===== config.mk =====
export PLATFORM = sky130hd
export DESIGN_NAME = mmio_bridge
export DESIGN_NICKNAME = d
export VERILOG_FILES = /design/src/rtl/mmio_pkg.sv /design/src/rtl/mmio_bridge_tx_fifo.sv /design/src/rtl/mmio_bridge.sv
export SDC_FILE = /design/constraint.sdc
export NUM_CORES = 1
export LEC_CHECK = 0
export CORE_MARGIN = 3
export CORE_UTILIZATION = 42
export CTS_BUF_LIST = sky130_fd_sc_hd__clkbuf_8 sky130_fd_sc_hd__clkbuf_16
export DETAILED_ROUTE_END_ITERATION = 7
export GPL_TIMING_DRIVEN = 0
export PLACE_DENSITY = 0.87
export SLEW_MARGIN = 10
export SYNTH_ARGS = -nofsm -noshare
export SYNTH_HDL_FRONTEND = slang
export SYNTH_SLANG_ARGS = --single-unit
export TNS_END_PERCENT = 100

===== constraint.sdc =====
create_clock -name clk -period 2.95 [get_ports clk]
set_input_delay 0.59 -clock clk [delete_from_list [all_inputs] [get_ports clk]]
set_output_delay 0.59 -clock clk [all_outputs]
set_load 0.01 [all_outputs]

===== src/rtl/mmio_pkg.sv =====
// mmio_pkg: register map, status bit positions and reset constants shared
// by the mmio_bridge top level and its testbench.
package mmio_pkg;

  // Byte offsets of the peripheral registers inside the MMIO window
  localparam logic [7:0] OFF_LED     = 8'h00;
  localparam logic [7:0] OFF_TXDATA  = 8'h04;
  localparam logic [7:0] OFF_COUNT   = 8'h08;
  localparam logic [7:0] OFF_CMP     = 8'h0C;
  localparam logic [7:0] OFF_IRQSTAT = 8'h10;

  // TXDATA read-back status bits
  localparam int ST_EMPTY_BIT = 0;
  localparam int ST_FULL_BIT  = 1;
  localparam int ST_OVF_BIT   = 2;

  // IRQSTAT bits (read value and write-1-to-clear mask)
  localparam int IRQ_TMR_BIT = 0;
  localparam int IRQ_OVF_BIT = 1;

  // Compare register comes out of reset at the far end of the count range
  localparam logic [31:0] CMP_RST = 32'hFFFF_FFFF;

  typedef enum logic [2:0] {
    REG_LED,
    REG_TXDATA,
    REG_COUNT,
    REG_CMP,
    REG_IRQSTAT,
    REG_NONE
  } reg_sel_e;

  // Word-granular decode; the two byte-lane bits are ignored
  function automatic reg_sel_e decode_reg(input logic [7:0] off);
    reg_sel_e sel;
    sel = REG_NONE;
    case (off[7:2])
      OFF_LED[7:2]:     sel = REG_LED;
      OFF_TXDATA[7:2]:  sel = REG_TXDATA;
      OFF_COUNT[7:2]:   sel = REG_COUNT;
      OFF_CMP[7:2]:     sel = REG_CMP;
      OFF_IRQSTAT[7:2]: sel = REG_IRQSTAT;
      default:          sel = REG_NONE;
    endcase
    return sel;
  endfunction

endpackage


===== src/rtl/mmio_bridge_tx_fifo.sv =====
// tx_fifo: first-word-fall-through FIFO. A push into a full FIFO is still
// accepted when a pop happens in the same cycle; otherwise it is rejected
// and flagged on push_rejected. head reads zero while empty.
module tx_fifo #(
  parameter int DEPTH = 8,
  parameter int WIDTH = 8
) (
  input  logic             clk,
  input  logic             rst,
  input  logic             push,
  input  logic [WIDTH-1:0] push_data,
  input  logic             pop,
  output logic [WIDTH-1:0] head,
  output logic             full,
  output logic             empty,
  output logic             push_rejected
);

  localparam int AW = $clog2(DEPTH);
  localparam logic [AW:0]   CNT_FULL = DEPTH[AW:0];
  localparam logic [AW:0]   CNT_ONE  = (AW+1)'(1);
  localparam logic [AW-1:0] PTR_ONE  = AW'(1);

  logic [WIDTH-1:0] r_mem [DEPTH];
  logic [AW-1:0]    r_rd_ptr;
  logic [AW-1:0]    r_wr_ptr;
  logic [AW:0]      r_count;
  logic             w_pop_ok;
  logic             w_push_ok;

  assign empty         = (r_count == '0);
  assign full          = (r_count == CNT_FULL);
  assign w_pop_ok      = pop & ~empty;
  assign w_push_ok     = push & (~full | w_pop_ok);
  assign push_rejected = push & ~w_push_ok;
  assign head          = empty ? '0 : r_mem[r_rd_ptr];

  // Storage array carries no reset; only the pointers define validity
  always_ff @(posedge clk) begin
    if (w_push_ok) r_mem[r_wr_ptr] <= push_data;
  end

  // Pointers wrap naturally; count only moves when push and pop differ
  always_ff @(posedge clk or negedge rst) begin
    if (!rst) begin
      r_rd_ptr <= '0;
      r_wr_ptr <= '0;
      r_count  <= '0;
    end else begin
      if (w_push_ok) r_wr_ptr <= r_wr_ptr + PTR_ONE;
      if (w_pop_ok)  r_rd_ptr <= r_rd_ptr + PTR_ONE;
      case ({w_push_ok, w_pop_ok})
        2'b10:   r_count <= r_count + CNT_ONE;
        2'b01:   r_count <= r_count - CNT_ONE;
        default: r_count <= r_count;
      endcase
    end
  end

endmodule


===== src/rtl/mmio_bridge.sv =====
// mmio_bridge: data-side bridge behind the single-cycle core. Splits
// accesses between data memory and a peripheral window holding the LED
// register, a byte TX FIFO and an optional timer/compare interrupt.
// Build option: define MMIO_TIMER_EN to include COUNT/CMP and the timer irq.
module mmio_bridge
  import mmio_pkg::*;
#(
  parameter int          FIFO_DEPTH = 8,
  parameter int          LED_W      = 16,
  parameter logic [31:0] MMIO_BASE  = 32'h0000_7F00
) (
  input  logic             clk,
  input  logic             rst,
  input  logic [31:0]      cpu_addr,
  input  logic [31:0]      cpu_wdata,
  input  logic             cpu_we,
  output logic [31:0]      cpu_rdata,
  output logic [31:0]      dm_addr,
  output logic [31:0]      dm_wdata,
  output logic             dm_we,
  input  logic [31:0]      dm_rdata,
  output logic [7:0]       tx_data,
  output logic             tx_valid,
  input  logic             tx_ready,
  output logic [LED_W-1:0] led,
  output logic             irq
);

  logic             w_sel_mmio;
  reg_sel_e         w_reg;
  logic             w_mmio_wr;
  logic             w_irqstat_wr;
  logic             w_push;
  logic             w_full;
  logic             w_empty;
  logic             w_push_rej;
  logic [31:0]      w_count_val;
  logic [31:0]      w_cmp_val;
  logic             w_irq;
  logic [31:0]      w_mmio_rdata;
  logic [LED_W-1:0] r_led;
  logic             r_ovf;

  // Address decode and data-memory pass-through
  assign w_sel_mmio   = (cpu_addr[31:8] == MMIO_BASE[31:8]);
  assign w_reg        = decode_reg(cpu_addr[7:0]);
  assign w_mmio_wr    = cpu_we & w_sel_mmio;
  assign w_irqstat_wr = w_mmio_wr & (w_reg == REG_IRQSTAT);
  assign w_push       = w_mmio_wr & (w_reg == REG_TXDATA);

  assign dm_addr  = cpu_addr;
  assign dm_wdata = cpu_wdata;
  assign dm_we    = cpu_we & ~w_sel_mmio;

  tx_fifo #(
    .DEPTH (FIFO_DEPTH),
    .WIDTH (8)
  ) u_tx_fifo (
    .clk           (clk),
    .rst           (rst),
    .push          (w_push),
    .push_data     (cpu_wdata[7:0]),
    .pop           (tx_ready),
    .head          (tx_data),
    .full          (w_full),
    .empty         (w_empty),
    .push_rejected (w_push_rej)
  );

  assign tx_valid = ~w_empty;

  // LED register loads the low bits of a store to its offset
  always_ff @(posedge clk or negedge rst) begin
    if (!rst) begin
      r_led <= '0;
    end else if (w_mmio_wr && (w_reg == REG_LED)) begin
      r_led <= cpu_wdata[LED_W-1:0];
    end
  end

  assign led = r_led;

  // Sticky overflow flag; a rejected push beats a same-cycle clear
  always_ff @(posedge clk or negedge rst) begin
    if (!rst) begin
      r_ovf <= 1'b0;
    end else if (w_push_rej) begin
      r_ovf <= 1'b1;
    end else if (w_irqstat_wr && cpu_wdata[IRQ_OVF_BIT]) begin
      r_ovf <= 1'b0;
    end
  end

`ifdef MMIO_TIMER_EN
  logic [31:0] r_count;
  logic [31:0] r_cmp;
  logic        r_irq;
  logic        w_count_wr;
  logic        w_cmp_wr;

  assign w_count_wr = w_mmio_wr & (w_reg == REG_COUNT);
  assign w_cmp_wr   = w_mmio_wr & (w_reg == REG_CMP);

  // Free-running counter; a store to COUNT restarts it from zero
  always_ff @(posedge clk or negedge rst) begin
    if (!rst) begin
      r_count <= '0;
      r_cmp   <= CMP_RST;
    end else begin
      r_count <= w_count_wr ? 32'd0 : r_count + 32'd1;
      if (w_cmp_wr) r_cmp <= cpu_wdata;
    end
  end

  // Compare match on the current count raises irq; set beats W1C clear
  always_ff @(posedge clk or negedge rst) begin
    if (!rst) begin
      r_irq <= 1'b0;
    end else if (r_count == r_cmp) begin
      r_irq <= 1'b1;
    end else if (w_irqstat_wr && cpu_wdata[IRQ_TMR_BIT]) begin
      r_irq <= 1'b0;
    end
  end

  assign w_count_val = r_count;
  assign w_cmp_val   = r_cmp;
  assign w_irq       = r_irq;
`else
  assign w_count_val = 32'd0;
  assign w_cmp_val   = 32'd0;
  assign w_irq       = 1'b0;
`endif

  assign irq = w_irq;

  // Side-effect-free register read mux
  always_comb begin
    w_mmio_rdata = 32'd0;
    case (w_reg)
      REG_LED:     w_mmio_rdata = 32'(r_led);
      REG_TXDATA: begin
        w_mmio_rdata[ST_EMPTY_BIT] = w_empty;
        w_mmio_rdata[ST_FULL_BIT]  = w_full;
        w_mmio_rdata[ST_OVF_BIT]   = r_ovf;
      end
      REG_COUNT:   w_mmio_rdata = w_count_val;
      REG_CMP:     w_mmio_rdata = w_cmp_val;
      REG_IRQSTAT: begin
        w_mmio_rdata[IRQ_TMR_BIT] = w_irq;
        w_mmio_rdata[IRQ_OVF_BIT] = r_ovf;
      end
      default:     w_mmio_rdata = 32'd0;
    endcase
  end

  assign cpu_rdata = w_sel_mmio ? w_mmio_rdata : dm_rdata;

endmodule

**Gate-type map**

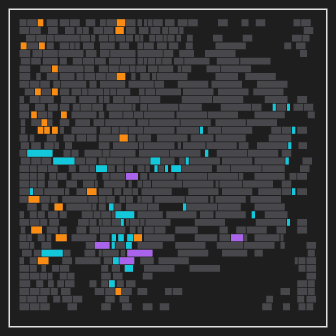
| colour | family | cells |
|---|---|---|
| cyan | nor cells | 32 |
| purple | fa/ha/maj cells | 5 |
| orange | and/or cells | 24 |

**A small window of the routed layout**

Scale bar: 10 um. Window x 15 to 40, y 15 to 40 um. Cells in grey, sequential cells in the stronger grey; small squares are vias.
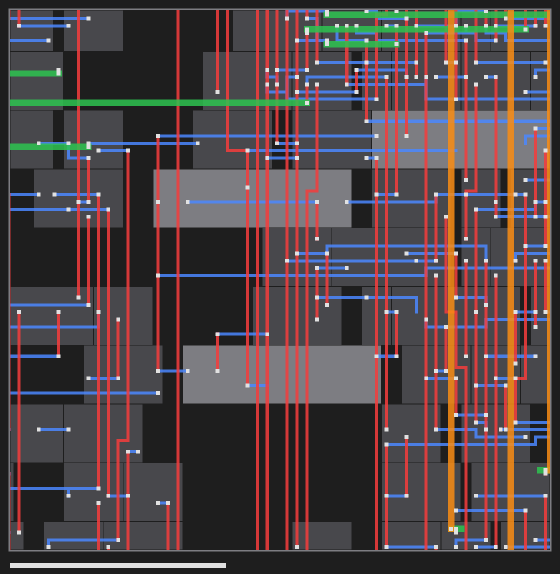
| colour | layer |
|---|---|
| orange | metal 4 |
| blue | metal 1 |
| red | metal 2 |
| green | metal 3 |
most frequent: clkdlybuf4s50_1 (9), buf_4 (8)
cells with their middle in the window: 42
netlist names of flops here include: u_tx_fifo.r_count (3)
sequential cells in the window: 3

**Track usage over the die**

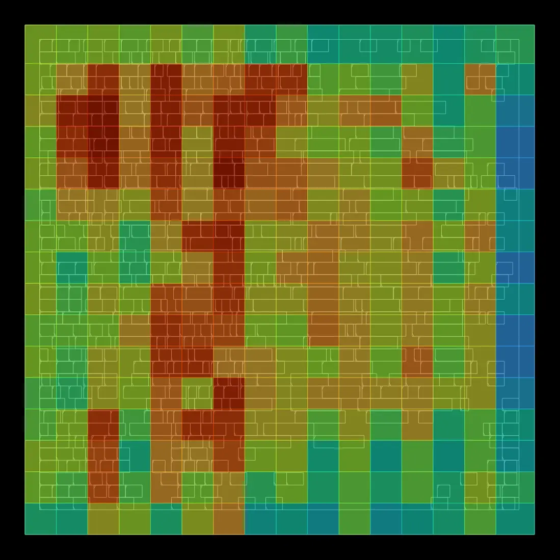
wire per inst: 19.8 um
Total GRT Usage: 22.8%
met1 Usage GRT: 25.6%

**Where the registers sit**

Scale bar: 20 um. Other sequential cells in the stronger grey, the rest of the logic in the fainter grey.
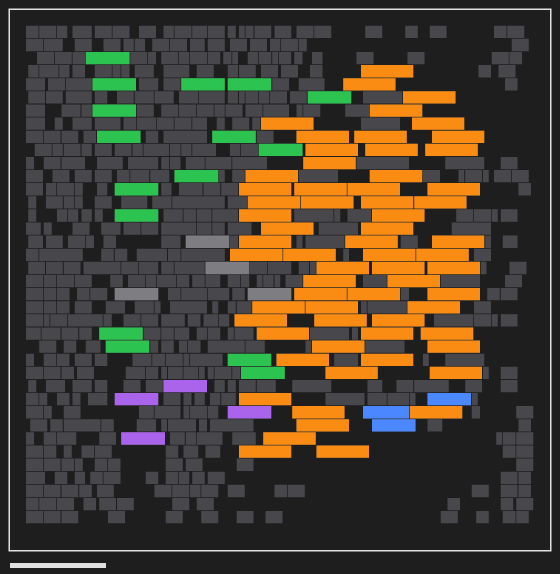
| colour | signal | placed flops |
|---|---|---|
| orange | u_tx_fifo.r_mem | 64 |
| blue | u_tx_fifo.r_rd_ptr | 3 |
| purple | u_tx_fifo.r_count | 4 |
| green | led | 16 |
not coloured: 4

==> results.sh <==
# physical design summary
export IMPL_arrival_ps=2350
export IMPL_most_common_layout_cells="clkdlybuf4s50_1 (152), buf_4 (81), edfxtp_1 (64), dfrtp_1 (26), buf_6 (19)"
export IMPL_numSynthFlops=91
export IMPL_cp_cell_sequence="buf_6 -> or4_4 -> nor4_4 -> buf_4 -> nand2_8 -> buf_6 -> clkbuf_16 -> nand2_1 -> nand2_2 -> buf_6"
export IMPL_final_cells=736
export IMPL_p_comb_share_pct=36.7
export IMPL_htree_levels=3
export IMPL_area_growth_pct=61.1
export IMPL_dpl_hpwl_um=10500
export IMPL_viasPerCell=5.05
export IMPL_ys_warn_count=0
export IMPL_nClkBuffers=9
export IMPL_ys_sh_adder_pct=1.33
export IMPL_comb_cells=185
export IMPL_inv_count=3
export IMPL_seq_power_mw=1.49
export IMPL_synth_cells=359
export IMPL_drt_pass1_iterations=4
export IMPL_vias=3717
export IMPL_diodes=0
export IMPL_wl_met1_um=5160
export IMPL_overflow=0
export IMPL_status="completed"
export IMPL_cts_setup_buffers=17
export IMPL_hold_class="in -> async"
export IMPL_max_freq_mhz=341
export IMPL_fp_utilization_pct=43.3
export IMPL_combGateArea_um2=1840
export IMPL_top_cells_by_area="edfxtp_1 (41%), dfrtp_1 (14%), buf_4 (10%), mux4_2 (7.6%), mux2_4 (3.2%)"
export IMPL_synth_area_per_cell_um2=13.1
export IMPL_grt_max_degree=28
export IMPL_p_sw_mw=1.09
export IMPL_clock_area_share_pct=2.82
export IMPL_postCtsResizedCells=214
export IMPL_grtUsageMet2_pct=40.3
export IMPL_power_ir_vdd_worst_mv=0.429
export IMPL_powerComb_mw=1.40
## worst paths after layout
| path | depth (start not counted) | end | from | slack [ps] |
|---|---|---|---|---|
| max | 10 | cpu_rdata[5] | cpu_addr[30] | 10 |
| min | 1 | u_tx_fifo.r_rd_ptr[2] | rst | 260 |
| max reg2reg | 12 | u_tx_fifo.r_count[3] | u_tx_fifo.r_count[1] | 360 |
| min reg2reg | 1 | u_tx_fifo.r_wr_ptr[0] | u_tx_fifo.r_wr_ptr[0] | 520 |
| max in group asynchronous | 1 | u_tx_fifo.r_rd_ptr[1] | rst | 2220 |
| min in group clk | 1 | u_tx_fifo.r_wr_ptr[0] | u_tx_fifo.r_wr_ptr[0] | 520 |
